**Clock network drawn from the DEF**

Bar = 20 um.
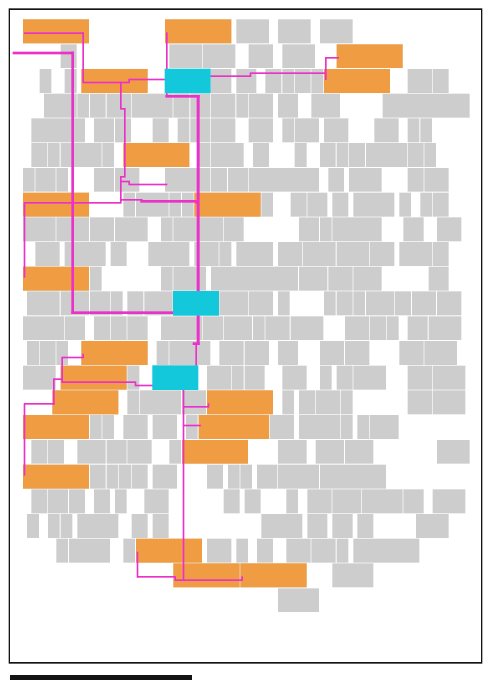
**Pin placement**

Pins as bars across the die edge, other pins in gray.
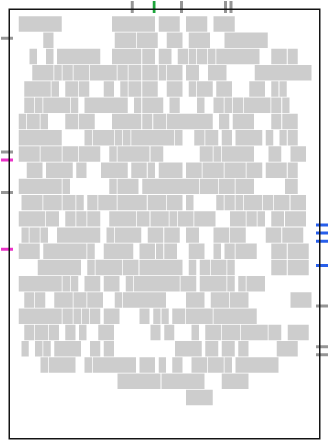
**Routed metal, one color a layer**

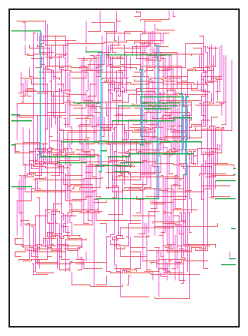
**Placement by cell class**

Fill, decap, tap and diode cells in gray.
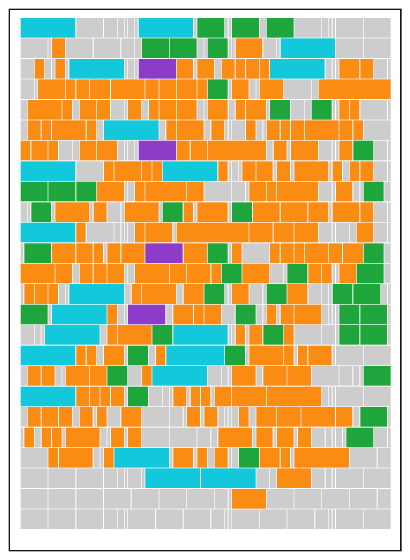
===== src/rtl/adpll_lock_ctrl_if.sv =====
// Purpose : bundles the sequencer's control, phase-error and VCO-code signals.
// Ports   : enable/restart/err_valid/phase_err flow into the sequencer (slave);
//           vco_code/code_update/locked/state flow out of it.
// Flow    : no backpressure; err_valid is a one-cycle pulse per reference period.
interface adpll_lock_ctrl_if;
  logic              enable;
  logic              restart;
  logic              err_valid;
  logic signed [3:0] phase_err;
  logic        [3:0] vco_code;
  logic              code_update;
  logic              locked;
  logic        [1:0] state;

  modport master (
    output enable, restart, err_valid, phase_err,
    input  vco_code, code_update, locked, state
  );

  modport slave (
    input  enable, restart, err_valid, phase_err,
    output vco_code, code_update, locked, state
  );
endinterface


===== src/rtl/adpll_lock_ctrl.sv =====
// Purpose : ADPLL acquisition/lock sequencer: 3-step binary-search coarse
//           acquisition, then bang-bang tracking with lock declare/withdraw.
// Latency : a decision on err_valid in cycle N is visible on all outputs at N+1.
// Flow    : no backpressure; every err_valid pulse is consumed as one sample.
// Ports   : clk, reset (sync, active-high); pll (slave modport): enable,
//           restart, err_valid, phase_err in; vco_code, code_update, locked,
//           state out (all registered).
module adpll_lock_ctrl #(
  parameter int SETTLE_TICKS = 2,
  parameter int LOCK_CNT     = 8,
  parameter int UNLOCK_CNT   = 4,
  parameter int TOL          = 1
) (
  input logic              clk,
  input logic              reset,
  adpll_lock_ctrl_if.slave pll
);

  localparam int SW = (SETTLE_TICKS > 0) ? $clog2(SETTLE_TICKS + 1) : 1;
  localparam int LW = $clog2(LOCK_CNT + 1);
  localparam int UW = $clog2(UNLOCK_CNT + 1);

  localparam logic [3:0]    CODE_MID  = 4'd8;
  localparam logic [3:0]    CODE_MAX  = 4'd15;
  localparam logic [2:0]    STEP_INIT = 3'd4;
  localparam logic [SW-1:0] SETTLE_LD = SW'(SETTLE_TICKS);
  localparam logic [LW-1:0] LOCK_TGT  = LW'(LOCK_CNT);
  localparam logic [UW-1:0] UNLK_TGT  = UW'(UNLOCK_CNT);
  localparam logic signed [4:0] TOL_S = 5'(TOL);

  typedef enum logic [1:0] {
    IDLE_S   = 2'd0,
    COARSE_S = 2'd1,
    TRACK_S  = 2'd2,
    LOCKED_S = 2'd3
  } state_t;

  state_t        state_q, state_d;
  logic [3:0]    code_q, code_d;
  logic          upd_q, upd_d;
  logic          locked_q, locked_d;
  logic [2:0]    step_q, step_d;
  logic [SW-1:0] settle_q, settle_d;
  logic [LW-1:0] lock_cnt_q, lock_cnt_d;
  logic [UW-1:0] unlock_cnt_q, unlock_cnt_d;

  // Error classification. The error is sign-extended to 5 bits so that the
  // band check against -TOL is exact and -8 always falls outside the band.
  logic signed [4:0] err_ext;
  logic              err_pos;
  logic              err_neg;
  logic              err_zero;
  logic              in_tol;
  logic              above_tol;
  logic              below_tol;

  assign err_ext   = {pll.phase_err[3], pll.phase_err};
  assign err_neg   = pll.phase_err[3];
  assign err_zero  = (pll.phase_err == 4'sd0);
  assign err_pos   = !err_neg && !err_zero;
  assign above_tol = (err_ext > TOL_S);
  assign below_tol = (err_ext < -TOL_S);
  assign in_tol    = !above_tol && !below_tol;

  // Coarse step result, computed one bit wider so an out-of-range result
  // (which the 8 +/- 4 +/- 2 +/- 1 search can never produce) is visible.
  logic [4:0] coarse_res;
  always_comb begin
    coarse_res = {1'b0, code_q};
    if (err_pos) begin
      coarse_res = {1'b0, code_q} + {2'b00, step_q};
    end else if (err_neg) begin
      coarse_res = {1'b0, code_q} - {2'b00, step_q};
    end
  end

  // Tracking step: single LSB moves that saturate at the code limits.
  logic [3:0] track_code;
  always_comb begin
    track_code = code_q;
    if (above_tol && code_q != CODE_MAX) begin
      track_code = code_q + 4'd1;
    end else if (below_tol && code_q != 4'd0) begin
      track_code = code_q - 4'd1;
    end
  end

  logic decide;
  assign decide = pll.enable && !pll.restart && (state_q != IDLE_S) &&
                  pll.err_valid && (settle_q == '0);

  always_comb begin
    state_d      = state_q;
    code_d       = code_q;
    locked_d     = locked_q;
    step_d       = step_q;
    settle_d     = settle_q;
    lock_cnt_d   = lock_cnt_q;
    unlock_cnt_d = unlock_cnt_q;

    if (!pll.enable) begin
      state_d      = IDLE_S;
      code_d       = CODE_MID;
      locked_d     = 1'b0;
      step_d       = STEP_INIT;
      settle_d     = '0;
      lock_cnt_d   = '0;
      unlock_cnt_d = '0;
    end else if (pll.restart || state_q == IDLE_S) begin
      // Leaving IDLE and an explicit restart share the same COARSE entry.
      state_d      = COARSE_S;
      code_d       = CODE_MID;
      locked_d     = 1'b0;
      step_d       = STEP_INIT;
      settle_d     = SETTLE_LD;
      lock_cnt_d   = '0;
      unlock_cnt_d = '0;
    end else if (pll.err_valid) begin
      if (settle_q != '0) begin
        settle_d = settle_q - 1'b1;
      end else begin
        unique case (state_q)
          COARSE_S: begin
            code_d = coarse_res[3:0];
            step_d = step_q >> 1;
            if (step_q == 3'd1 || err_zero) begin
              state_d      = TRACK_S;
              lock_cnt_d   = '0;
              unlock_cnt_d = '0;
            end
          end
          TRACK_S: begin
            code_d = track_code;
            if (in_tol) begin
              if (lock_cnt_q != LOCK_TGT) begin
                lock_cnt_d = lock_cnt_q + 1'b1;
              end
              if (lock_cnt_q + 1'b1 == LOCK_TGT || lock_cnt_q == LOCK_TGT) begin
                state_d      = LOCKED_S;
                locked_d     = 1'b1;
                unlock_cnt_d = '0;
              end
            end else begin
              lock_cnt_d = '0;
            end
          end
          LOCKED_S: begin
            code_d = track_code;
            if (!in_tol) begin
              if (unlock_cnt_q != UNLK_TGT) begin
                unlock_cnt_d = unlock_cnt_q + 1'b1;
              end
              if (unlock_cnt_q + 1'b1 == UNLK_TGT || unlock_cnt_q == UNLK_TGT) begin
                state_d      = TRACK_S;
                locked_d     = 1'b0;
                lock_cnt_d   = '0;
                unlock_cnt_d = '0;
              end
            end else begin
              unlock_cnt_d = '0;
            end
          end
          default: begin
          end
        endcase
        // Only a real code movement restarts the settling window; a
        // saturated request leaves the code and the window alone.
        if (code_d != code_q) begin
          settle_d = SETTLE_LD;
        end
      end
    end

    upd_d = (code_d != code_q);
  end

  always_ff @(posedge clk) begin
    if (reset) begin
      state_q      <= IDLE_S;
      code_q       <= CODE_MID;
      upd_q        <= 1'b0;
      locked_q     <= 1'b0;
      step_q       <= STEP_INIT;
      settle_q     <= '0;
      lock_cnt_q   <= '0;
      unlock_cnt_q <= '0;
    end else begin
      state_q      <= state_d;
      code_q       <= code_d;
      upd_q        <= upd_d;
      locked_q     <= locked_d;
      step_q       <= step_d;
      settle_q     <= settle_d;
      lock_cnt_q   <= lock_cnt_d;
      unlock_cnt_q <= unlock_cnt_d;
    end
  end

  assign pll.vco_code    = code_q;
  assign pll.code_update = upd_q;
  assign pll.locked      = locked_q;
  assign pll.state       = state_q;

  // The binary search must stay inside 1..15 and only runs with a live step.
  a_coarse_range: assert property (
    @(posedge clk) disable iff (reset)
      (decide && state_q == COARSE_S) |->
        (step_q != 3'd0 && coarse_res >= 5'd1 && coarse_res <= 5'd15)
  );

endmodule

===== src/flat_wrapper.sv =====
// flat-port wrapper written by rule: the top's interface ports become plain ports
module adpll_lock_ctrl_flat 
#(
  parameter int SETTLE_TICKS = 2,
  parameter int LOCK_CNT     = 8,
  parameter int UNLOCK_CNT   = 4,
  parameter int TOL          = 1
)
  (clk, reset, pll_enable, pll_restart, pll_err_valid, pll_phase_err, pll_vco_code, pll_code_update, pll_locked, pll_state);
  adpll_lock_ctrl_if pll_i ();
  input logic clk;
  input logic reset;
  input wire logic [$bits(pll_i.enable)-1:0] pll_enable;
  input wire logic [$bits(pll_i.restart)-1:0] pll_restart;
  input wire logic [$bits(pll_i.err_valid)-1:0] pll_err_valid;
  input wire logic [$bits(pll_i.phase_err)-1:0] pll_phase_err;
  output wire logic [$bits(pll_i.vco_code)-1:0] pll_vco_code;
  output wire logic [$bits(pll_i.code_update)-1:0] pll_code_update;
  output wire logic [$bits(pll_i.locked)-1:0] pll_locked;
  output wire logic [$bits(pll_i.state)-1:0] pll_state;
  assign pll_i.enable = pll_enable;
  assign pll_i.restart = pll_restart;
  assign pll_i.err_valid = pll_err_valid;
  assign pll_i.phase_err = pll_phase_err;
  assign pll_vco_code = pll_i.vco_code;
  assign pll_code_update = pll_i.code_update;
  assign pll_locked = pll_i.locked;
  assign pll_state = pll_i.state;
  adpll_lock_ctrl #(.SETTLE_TICKS(SETTLE_TICKS), .LOCK_CNT(LOCK_CNT), .UNLOCK_CNT(UNLOCK_CNT), .TOL(TOL)) u_core (.clk(clk), .reset(reset), .pll(pll_i));
endmodule

===== config.mk =====
export PLATFORM = sky130hd
export DESIGN_NAME = adpll_lock_ctrl_flat
export DESIGN_NICKNAME = d
export VERILOG_FILES = /design/src/rtl/adpll_lock_ctrl_if.sv /design/src/rtl/adpll_lock_ctrl.sv /design/src/flat_wrapper.sv
export SDC_FILE = /design/constraint.sdc
export NUM_CORES = 1
export LEC_CHECK = 0
export CAP_MARGIN = 20
export CORE_ASPECT_RATIO = 1.4
export CORE_UTILIZATION = 52
export DETAILED_ROUTE_END_ITERATION = 8
export GPL_ROUTABILITY_DRIVEN = 0
export PLACE_DENSITY = 0.82
export SLEW_MARGIN = 10
export SYNTH_ARGS = -nofsm -noshare
export SYNTH_HDL_FRONTEND = slang
export SYNTH_SLANG_ARGS = --single-unit

===== constraint.sdc =====
create_clock -name clk -period 2.8 [get_ports clk]
set_input_delay 0.42 -clock clk [delete_from_list [all_inputs] [get_ports clk]]
set_output_delay 0.42 -clock clk [all_outputs]
set_load 0.02 [all_outputs]

==> flow_summary.yaml <==
# physical design summary
setup_path:
  worstSetupPathDepth: 8
  worstReg2RegStart: "u_core.pll.vco_code[1]"
  reg2reg_slack_ns: 0.18
  reg2reg_depth: 10
  crit_family: "AND-OR/OR-AND gates"
  crit_chain: "clkdlybuf4s50_1, or3_1, o311a_1, or3_1, a32o_2, o311ai_4, nand2_1, a311oi_2"
  crit_fanout: 4
  worst-path-buf-inv: 1
  r2r-end: "u_core.settle_q[1]"
  arrival_ns: 2.89
  cp-end-kind: "register"
  cp-start-kind: "input port"
  cp.required_ns: 2.98
  cp-startpoint: "pll_phase_err[2]"
  cpMaxStageDelayCell: "clkdlybuf4s50_1"
  worstSetupEndpoint: "u_core.settle_q[1]"
  critPathMaxStageDelay_ns: 0.41
  crit_top_cell: "or3_1"
yosys:
  fa_ha_area_frac: 0.1538
  ys_sh_mux: 0.02772
  syn-num-nets: 268
  syn-cell-area_mm2: 0.001805
  synth.distinct_cells: 51
  ys_seq_elements: 20
  top_cells_by_area: "dfxtp_1, ha_1, nand2_1, o21ai_0, inv_1"
  largest_area_cell: "dfxtp_1"
  dominantRegCellSynth: "dfxtp_1"
  ys_area_mm2: 0.001805
  edf_count: 0
  ys_sh_simple: 0.2363
  most_common_cell: "nand2_1"
  synth_stat.cells: 238
  synth.comb.largest_family: "AND-OR/OR-AND gates"
  synthArstFlopShare: 0
  top_area_frac: 0.2218
  synthXorXnorAreaFrac: 0.01940
  ys_warn_count: 0
layout:
  regArea_um2: 401.6
  comb_share: 0.5838
  largest_cell_class: "multi-input combinational cells"
  buf_share: 0.1599
  drive_gt1_frac: 0.1648
  nFillCells: 270
  sh_seq_area: 0.1770
  mostFrequentLayoutCell: "buf_4"
  layout_top_cells: "buf_4, nand2_1, inv_1, nor2_1"
  diodes: 0
  buffers: 43
  final-clk-cell-share: 0.02426
  n_clock_buffer: 4
  fin_nets: 304
  fin_cells: 313
  flops: 20
  comb_area_mm2: 0.001325
  logic_gates: 186
  final_util: 0.6781
  inv_count: 20
global_routing:
  met1_usage: 0.2805
  grt_pass1_wl_um: 7238
  busiest_layer: "met2"
  met3_usage: 0.02335
  use_met2: 0.4805
  grt_pass1_vias: 1718
  antenna_found_initial: 0
  grt_overflow: 0
worst_hold_path:
  min-delay-start: "u_core.settle_q[0]"
  hold_class: "register to register"
  min_to: "u_core.settle_q[0]"
  min_path_cells: 2
clock_network:
  cts_resized: 0
  htree_num_levels: 1
  clock_sinks: 20
  tritoncts: "done"
  cts_buffer_depth: 2
  cts_hold_buf: 0
  clk_pin_slew_ns: 0.07
  clock_tree.root_cell: "clkbuf_8"
  cts_buffers: 3
power_and_ir_drop:
  p_int_uw: 475.6
  p_sw_frac: 0.2583
  peakVddDrop_uv: 296.4
  p_comb_frac: 0.204
  leakagePower_uw: 0.0009140
  pg_comb_uw: 131
  power_density_mw_per_mm2: 282.5
  p_switching_uw: 165.6
  pwr-share-seq: 0.452
  power.total_uw: 641.2
  top_power_group: "sequential cells"
die:
  die_area_mm2: 0.003715
  ios: 17
  fp_util: 0.5394
  core-area_mm2: 0.003347
sta:
  rsz0062_at_grt: "false"
  whs_ns: 0.4866
  slew_viol_final: 0
  fin_setup_tns_ns: 0
  fin_crit_ns: 2.707
  setup_ws_ns: 0.09267
  hold_viol_final: 0
  min_period_over_period: 0.9669
  tightest_slew_ns: 0.6429
  fmax_mhz: 369.4
placed_design:
  dp_slack_ns: -0.1725
  dpl.hpwl_um: 3455
  place_inst: 309
outcome:
  status: "finished, final reports clean"
drt:
  vias: 1822
  met3WireLength_um: 215
  topRoutingLayerUsed: "met4"
  m1WireLength_um: 1779
  drc_errors: 0
  ant_nets: 0
  drt_iter0_drc: 64
  wl_met2_um: 2418
  drtPass1Iterations: 4
job:
  drv_cap: 0
## Picture notes: 'clock network drawn from the DEF'
flip-flops -> orange  # count 20
clock wires -> magenta  # length 263 um
clock drivers -> cyan  # count 3
routed clock nets = 4
Post-Route Skew: 0.004534 ns
clock latency on the worst-skew pair: 0.26 ns
clock power share: 0.344
Clock net power: 221 uW

## Picture notes: 'pin placement'
pll_phase_err -> blue  # pins 4, direction input, edge right
pll_state -> magenta  # pins 2, direction output, edge left
reset -> green  # pins 1, direction input, edge top
all pins by edge = 7 right, 5 left, 5 top
Port Buf Inserts: 16
Die X: 51.80 um
Die Ht: 71.72 um

## Picture notes: 'routed metal, one color a layer'
metal 4 -> cyan  # wire length 139 um
metal 2 -> magenta  # wire length 2420 um
metal 1 -> red  # wire length 1780 um
metal 3 -> green  # wire length 215 um
routed wire length: 4552 um
drt wl/cell: 14.54 um

## Picture notes: 'placement by cell class'
combinational and other logic -> orange  # cells 206, share of their area 63%
clock drivers and dummy loads -> purple  # cells 4, share of their area 2.5%
sequential cells -> cyan  # cells 20, share of their area 18%
remaining buffers and delay cells -> green  # cells 43, share of their area 16%
# rows: 25
cell area after layout: 0.002270 mm2

Power and IR drop assume default switching activity.
